--- config.mk ---
export PLATFORM = sky130hd
export DESIGN_NAME = bit_serial_comparator
export DESIGN_NICKNAME = d
export VERILOG_FILES = /design/src/rtl/bit_serial_comparator.sv
export SDC_FILE = /design/constraint.sdc
export NUM_CORES = 1
export LEC_CHECK = 0
export CORE_MARGIN = 4
export CORE_UTILIZATION = 53
export CTS_CLUSTER_DIAMETER = 40
export DETAILED_ROUTE_END_ITERATION = 10
export HOLD_SLACK_MARGIN = 0.02
export MAX_ROUTING_LAYER = met4
export PLACE_DENSITY = 0.84
export SLEW_MARGIN = 15
export SYNTH_ARGS = -nofsm -noshare
export SYNTH_HDL_FRONTEND = slang
export SYNTH_SLANG_ARGS = --single-unit
--- constraint.sdc ---
create_clock -name clk -period 3.3 [get_ports clk]
set_input_delay 0.66 -clock clk [delete_from_list [all_inputs] [get_ports clk]]
set_output_delay 0.66 -clock clk [all_outputs]
set_load 0.02 [all_outputs]
--- src/rtl/bit_serial_comparator.sv ---
// ----------------------------------------------------------------------------
// bit_serial_comparator
//   Compares two unsigned WIDTH-bit operands one bit pair per clock, MSB
//   first, and reports A<B, A>B or A==B as registered one-hot results.
//
//   Timing: a start accepted at edge T examines bits WIDTH-1..0 at edges
//   T+1..T+WIDTH, enters DONE, and presents done (with updated results)
//   after edge T+WIDTH+1. The following IDLE cycle can accept a new start.
//
//   Optional build macro:
//     EARLY_EXIT_EN - leave SHIFT as soon as a bit pair differs; first
//                     mismatch at bit k gives done after edge T+WIDTH-k+1.
//
// Ports:
//   clk    in  single clock, rising edge
//   rst_n  in  synchronous active-low reset
//   start  in  request a comparison (ignored unless IDLE)
//   a_in   in  operand A, WIDTH bits, unsigned
//   b_in   in  operand B, WIDTH bits, unsigned
//   busy   out high in SHIFT and DONE
//   done   out one-cycle pulse, results valid
//   less   out registered A < B
//   great  out registered A > B
//   equal  out registered A == B
// ----------------------------------------------------------------------------
module bit_serial_comparator #(
  parameter int WIDTH = 8
) (
  input  logic             clk,
  input  logic             rst_n,
  input  logic             start,
  input  logic [WIDTH-1:0] a_in,
  input  logic [WIDTH-1:0] b_in,
  output logic             busy,
  output logic             done,
  output logic             less,
  output logic             great,
  output logic             equal
);

  localparam int CW = (WIDTH > 1) ? $clog2(WIDTH) : 1;

  localparam logic [1:0] IDLE  = 2'd0;
  localparam logic [1:0] SHIFT = 2'd1;
  localparam logic [1:0] DONE  = 2'd2;

  logic [1:0]       state;
  logic [WIDTH-1:0] a_sh;
  logic [WIDTH-1:0] b_sh;
  logic [CW-1:0]    cnt;
  logic             lt;
  logic             gt;
  logic             eq;

  logic a_bit;
  logic b_bit;
  logic leave_shift;

  assign a_bit = a_sh[WIDTH-1];
  assign b_bit = b_sh[WIDTH-1];

`ifdef EARLY_EXIT_EN
  // Once eq drops the flags are frozen, so the remaining bits are irrelevant;
  // exit on the same edge the first differing pair is examined.
  assign leave_shift = (cnt == '0) || (eq && (a_bit ^ b_bit));
`else
  assign leave_shift = (cnt == '0);
`endif

  assign busy = (state != IDLE);

  // NOTE: every register here, including the operand shift registers, is
  // reset; they are few and small, and a clean post-reset state keeps the
  // lt/gt/eq flags and counter at known values for debug.
  always_ff @(posedge clk) begin
    if (!rst_n) begin
      state <= IDLE;
      a_sh  <= '0;
      b_sh  <= '0;
      cnt   <= '0;
      lt    <= 1'b0;
      gt    <= 1'b0;
      eq    <= 1'b0;
      done  <= 1'b0;
      less  <= 1'b0;
      great <= 1'b0;
      equal <= 1'b0;
    end else begin
      // NOTE: non-blocking assignments throughout; each register samples the
      // pre-edge values of all others, which is what the FSM relies on.
      done <= 1'b0;
      case (state)
        IDLE: begin
          if (start) begin
            a_sh  <= a_in;
            b_sh  <= b_in;
            eq    <= 1'b1;
            lt    <= 1'b0;
            gt    <= 1'b0;
            cnt   <= CW'(WIDTH - 1);
            state <= SHIFT;
          end
        end
        SHIFT: begin
          // First differing pair decides the order; later bits cannot change it.
          if (eq) begin
            lt <= ~a_bit & b_bit;
            gt <= a_bit & ~b_bit;
            eq <= ~(a_bit ^ b_bit);
          end
          a_sh <= a_sh << 1;
          b_sh <= b_sh << 1;
          if (leave_shift) begin
            state <= DONE;
          end else begin
            cnt <= cnt - 1'b1;
          end
        end
        DONE: begin
          done  <= 1'b1;
          less  <= lt;
          great <= gt;
          equal <= eq;
          state <= IDLE;
        end
        default: state <= IDLE;
      endcase
    end
  end

endmodule

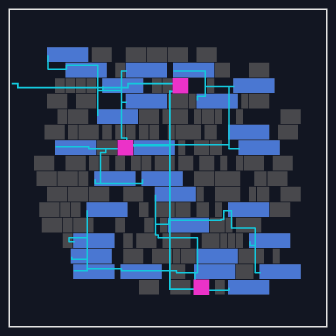
Fig. 1. Routed clock nets over the placement (run 1).
flip-flops: shown in blue, count 28. clock wires: shown in cyan, length 302 um. cells driving clock nets: shown in magenta, count 3.
There are 4 routed clock nets.

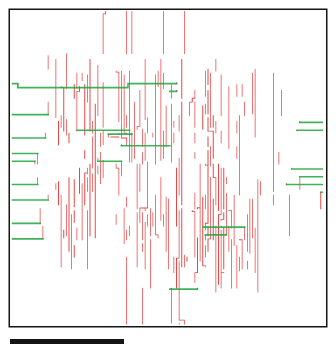
Fig. 2. Routed metal, one colour a layer (run 1).
The bar under the picture is 20 um long. Only two layers are drawn.
met2: shown in red, wire length 1140 um. met3: shown in green, wire length 138 um.

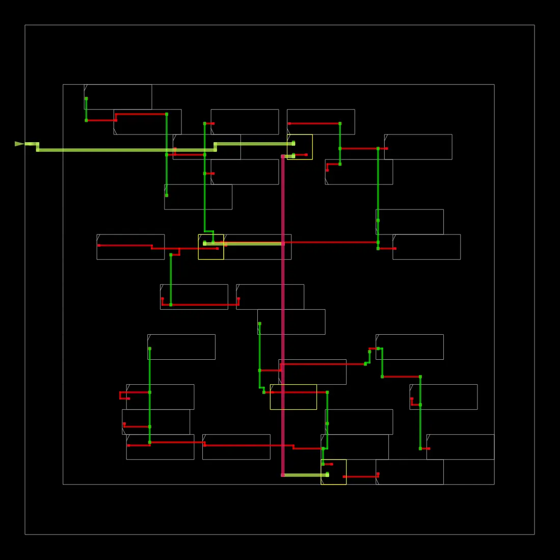
Fig. 3. The clock network (run 1).
Clock Latency Late Sink: 330 ps
clock distribution power: 168 uW
worst clock skew: 4.84 ps

==> impl_metrics.tcl, run 1 <==
# collected from the flow reports
set metrics [dict create \
    drt-pass1-iter-count 4 \
    gr-total-overflow 0 \
    synth.yosys.num_cells 123 \
    antenna_left 0 \
    timing.critical_path.slowest_cell_delay_ps 530 \
    seqPwrFrac_pct 55.7 \
    post_synth_most_frequent_cells "dfxtp_1, mux2i_1, a21oi_1" \
    cts-hold-fix-buffers 0 \
    synth_async_sr_flop_share_pct 0 \
    combinational_power_uw 144 \
    power-per-cell-area_nw_per_um2 484 \
    yosys.cell_count.top_type "dfxtp_1" \
    final.setup.worst_slack_ps 1050 \
    timing_max_transition_violations_final 0 \
    clockPowerShare_pct 23.9 \
    number_of_clock_buffers_inserted_by_tritoncts 3 \
    pwr-share-comb_pct 20.4 \
    path_max_fanout 8 \
    critPathBufInv 1 \
    place_ws_ps 1060 \
    io_buffer_count 23 \
    grt_usage_pct 15.1 \
    relSlewSlack_pct 39.4 \
    wl_per_cell_um 13.1 \
    largest_net_degree_at_the_start_of_global_routing 29 \
    grt_first_pass_wirelength_um 3680 \
    grt_antenna_before_repair 0 \
    power.static_leakage_nw 0.639 \
    pg_seq_uw 391 \
    cp_data_required_time_ps 2640 \
    worst_setup_start_kind "flip-flop" \
    top_layout_cell "dfxtp_1" \
    cts_max_level 1 \
    syn_nets 146 \
    top_power_group "sequential cells" \
    top_library_cells_by_usage_in_the_layout_fill_and_taps_aside "dfxtp_1, clkdlybuf4s50_1, mux2i_1, a21oi_1, o21ai_0" \
    report.final.setup_viol 0 \
    fmax_ghz 0.445 \
    die_area_um2 3070 \
    syn-mean-instance-area_um2 9.69 \
    status "completed" \
    area.growth.synth_to_final_pct 21.7 \
    total_clock_sinks 28 \
    dpl.hpwl_um 1630 \
    count_of_library_flops_with_an_enable_pin 0 \
    ys_seq_elements 28 \
]
run 1: metrics by stage:
| step | cells | hold WS (ps) |
|---|---|---|
| 2_1_floorplan | 123 | 443 |
| 3_3_place_gp | 167 | 454 |
| 3_5_place_dp | 167 | 468 |
| 4_1_cts | 171 | 487 |
| 5_1_grt | 171 | 524 |
| 6_report | 171 | 484 |
run 1: path summary, 6_finish.rpt:
check / from / depth (start not counted) / slack (ps) / endpoint
hold reg to reg: gt$_SDFFE_PN0P_ / 2 / 480 / gt$_SDFFE_PN0P_
setup / recovery: state[1]$_SDFFE_PN0P_ / 2 / 1050 / busy
hold / removal: gt$_SDFFE_PN0P_ / 2 / 480 / gt$_SDFFE_PN0P_
setup reg to reg: state[1]$_SDFFE_PN0P_ / 3 / 1550 / a_sh[4]$_SDFFE_PN0P_
run 1: cell families after synthesis:
group | Yosys count | share of synthesized area [%]
muxes | 17 | 14.3
AOI/OAI and AO/OA | 39 | 18.9
buffers and inverters | 13 | 5.98
and+or+nand+nor | 22 | 9.65
DFF | 28 | 47.0
adders and majority gates | 4 | 4.20
run 1: per-layer routing:
metal / part of all wire (%) / vias to the layer above / GRT usage [%]
li1: - / 476 / -
met1: 41 / 441 / 15.1
met2: 51 / 30 / 27.7
met3: 6.1 / 3 / 4.20
met4: 1.5 / 0 / 5.56
met5: 0 / - / -
run 1: final cells by class:
class / count / area (um^2)
fill: 170 / 591
sequential: 28 / 561
multi-input combinational: 82 / 561
timing repair buffer: 24 / 238
clock buffer: 4 / 36.3
tap: 27 / 33.8
inverter: 6 / 22.5
run 1: worst min-delay path, stage by stage, from the launching register on:
cell	delay, ps
dfxtp_1	340
nand2_1	60
o22ai_1	60
Fig. 4: run 1, floorplan with the power grid
The bar under the picture is 20 um long. Pins as bars on the die edge.
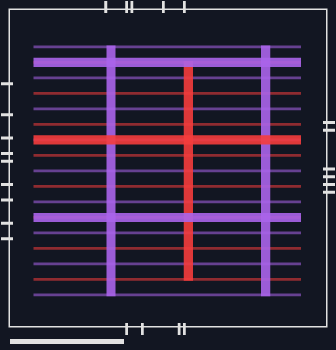

--- run 2 (diff from run 1) ---
CORE_UTILIZATION = 49   (was 53)
PLACE_DENSITY = 0.79   (was 0.84)
clock period = 2.1 ns   (was 3.3 ns; I/O delays follow)
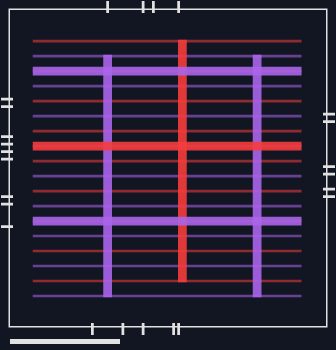
Fig. 5. Floorplan with the power grid (run 2).
The bar under the picture is 20 um long. Pins as bars on the die edge.
VSS: shown in purple. VDD: shown in red.
The core has 17 rows. 18 met1 rails follow the rows. 3 straps on met5. 3 straps on met4.

==> run 2 against run 1 <==
First-iteration DRC count is 56% lower. Area after synthesis stayed put. Non-clock buffer count is 2 higher. Cell area is 1.1% higher. Largest power group unchanged.
==> impl_metrics.tcl, run 2 <==
# collected from the flow reports
set metrics [dict create \
    timing.critical_path.slowest_cell_delay_ps 530 \
    power.static_leakage_nw 0.648 \
    path_cells "or2_2, clkdlybuf4s50_1" \
    post_synth_most_frequent_cells "dfxtp_1, mux2i_1, a21oi_1" \
    synthAoiAreaFrac_pct 18.9 \
    ys_seq_elements 28 \
    grt_antenna_before_repair 0 \
    timing_max_transition_violations_final 0 \
    cts-hold-fix-buffers 0 \
    ys_top_logic_family "AND-OR/OR-AND gates" \
    clk-insertion-delay-late_ps 320 \
    min-delay-start "gt$_SDFFE_PN0P_" \
    die_area_um2 3290 \
    antenna_left 0 \
    wl_per_cell_um 12.8 \
    worst_clock_skew_ps 2.13 \
    worst_hold_path_ep "gt$_SDFFE_PN0P_" \
    power-per-cell-area_nw_per_um2 755 \
    gr-total-overflow 0 \
    fin_crit_sh_pct 94.5 \
    largest_net_degree_at_the_start_of_global_routing 29 \
    critPathBufInv 1 \
    fmax_ghz 0.504 \
    io_buffer_count 23 \
    total_clock_sinks 28 \
    area.growth.synth_to_final_pct 23.1 \
    via_count 938 \
    drt-pass1-iter-count 4 \
    worst_hold_path.num_cells 2 \
    post_synth_fa_ha_maj_area_fraction_pct 4.20 \
    rrSetupSlack_ps 470 \
    crit-reg2reg-launch "cnt[0]$_SDFFE_PN0P_" \
    grt_first_pass_wirelength_um 3750 \
    synthMuxAreaShare_pct 14.3 \
    tritoncts "done" \
    cp_data_required_time_ps 1680 \
    cts_repair_resize_count 0 \
    synth-xor-area-share_pct 0 \
    top_library_cells_by_usage_in_the_layout_fill_and_taps_aside "dfxtp_1, clkdlybuf4s50_1, mux2i_1, a21oi_1, o21ai_0" \
    report.final.setup_viol 0 \
    path_max_fanout 8 \
    cts_max_level 1 \
    synth.yosys.num_cells 123 \
    netlist_instances 123 \
    synth_async_sr_flop_share_pct 0 \
    rr_endpoint "cnt[2]$_SDFFE_PN0P_" \
    worst-slew-pin-transition_ps 362 \
    top_layout_cell "dfxtp_1" \
    setup_tns_ps 0 \
    whs_ps 483 \
    syn-mean-instance-area_um2 9.69 \
    dpl.hpwl_um 1590 \
    fp_util_pct 52.9 \
    syn_nets 146 \
    number_of_clock_buffers_inserted_by_tritoncts 3 \
    final.setup.worst_slack_ps 116 \
    relSlewSlack_pct 75.7 \
    worst_setup_start_kind "flip-flop" \
    status "completed" \
    timing.reg2reg.worst_path_depth 6 \
    grt_usage_pct 14.7 \
    top_area_share_pct 47.0 \
    count_of_library_flops_with_an_enable_pin 0 \
]
[run 2: worst max path at each step]
stage | cells after the start | end | start
finish | 2 | busy | state[1]$_SDFFE_PN0P_
global placement | 4 | cnt[2]$_SDFFE_PN0P_ | start
floorplan | 6 | cnt[1]$_SDFFE_PN0P_ | cnt[0]$_SDFFE_PN0P_
CTS | 2 | busy | state[1]$_SDFFE_PN0P_
global route | 2 | busy | state[1]$_SDFFE_PN0P_
detailed placement | 4 | cnt[1]$_SDFFE_PN0P_ | start
[run 2: through the flow]
stage                     cells  power [mW]
after CTS                   174        1.11
after floorplan             123       0.786
after global placement      170       0.843
after detailed placement    170       0.856
after global routing        174        1.17
final                       174        1.11
[run 2: cells by family after synthesis]
kind of cell,after synthesis
compound gates,39
fa+ha+maj,4
mux,17
flops,28
buf+inv,13
simple gates,22
[run 2: area by class of cell]
type / instances / area [um^2]
Inverter: 6 / 22.5
Tap cell: 28 / 35.0
Sequential cell: 28 / 561
Clock buffer: 4 / 36.3
Timing Repair Buffer: 26 / 253
Fill cell: 216 / 787
Multi-Input combinational cell: 82 / 561
[run 2: report_power, final]
part           internal, mW  leakage [nW]  switching (mW)
combinational         0.119         0.396           0.115
sequential            0.583         0.231          0.0306
clock                 0.106        0.0210           0.155
[run 2: worst min-delay path, stage by stage, from the launching register on]
cell     delay, ps
dfxtp_1        340
nand2_1         50
o22ai_1         60
[run 2: layer usage]
layer	track usage [%]	share of wire [%]	up-vias
met4	7.62	1.2	0
met2	25.3	51	17
li1	-	-	482
met3	2.71	3.8	4
met5	-	0	-
met1	16.1	44	435
Power is estimated from default activity; no workload was simulated.
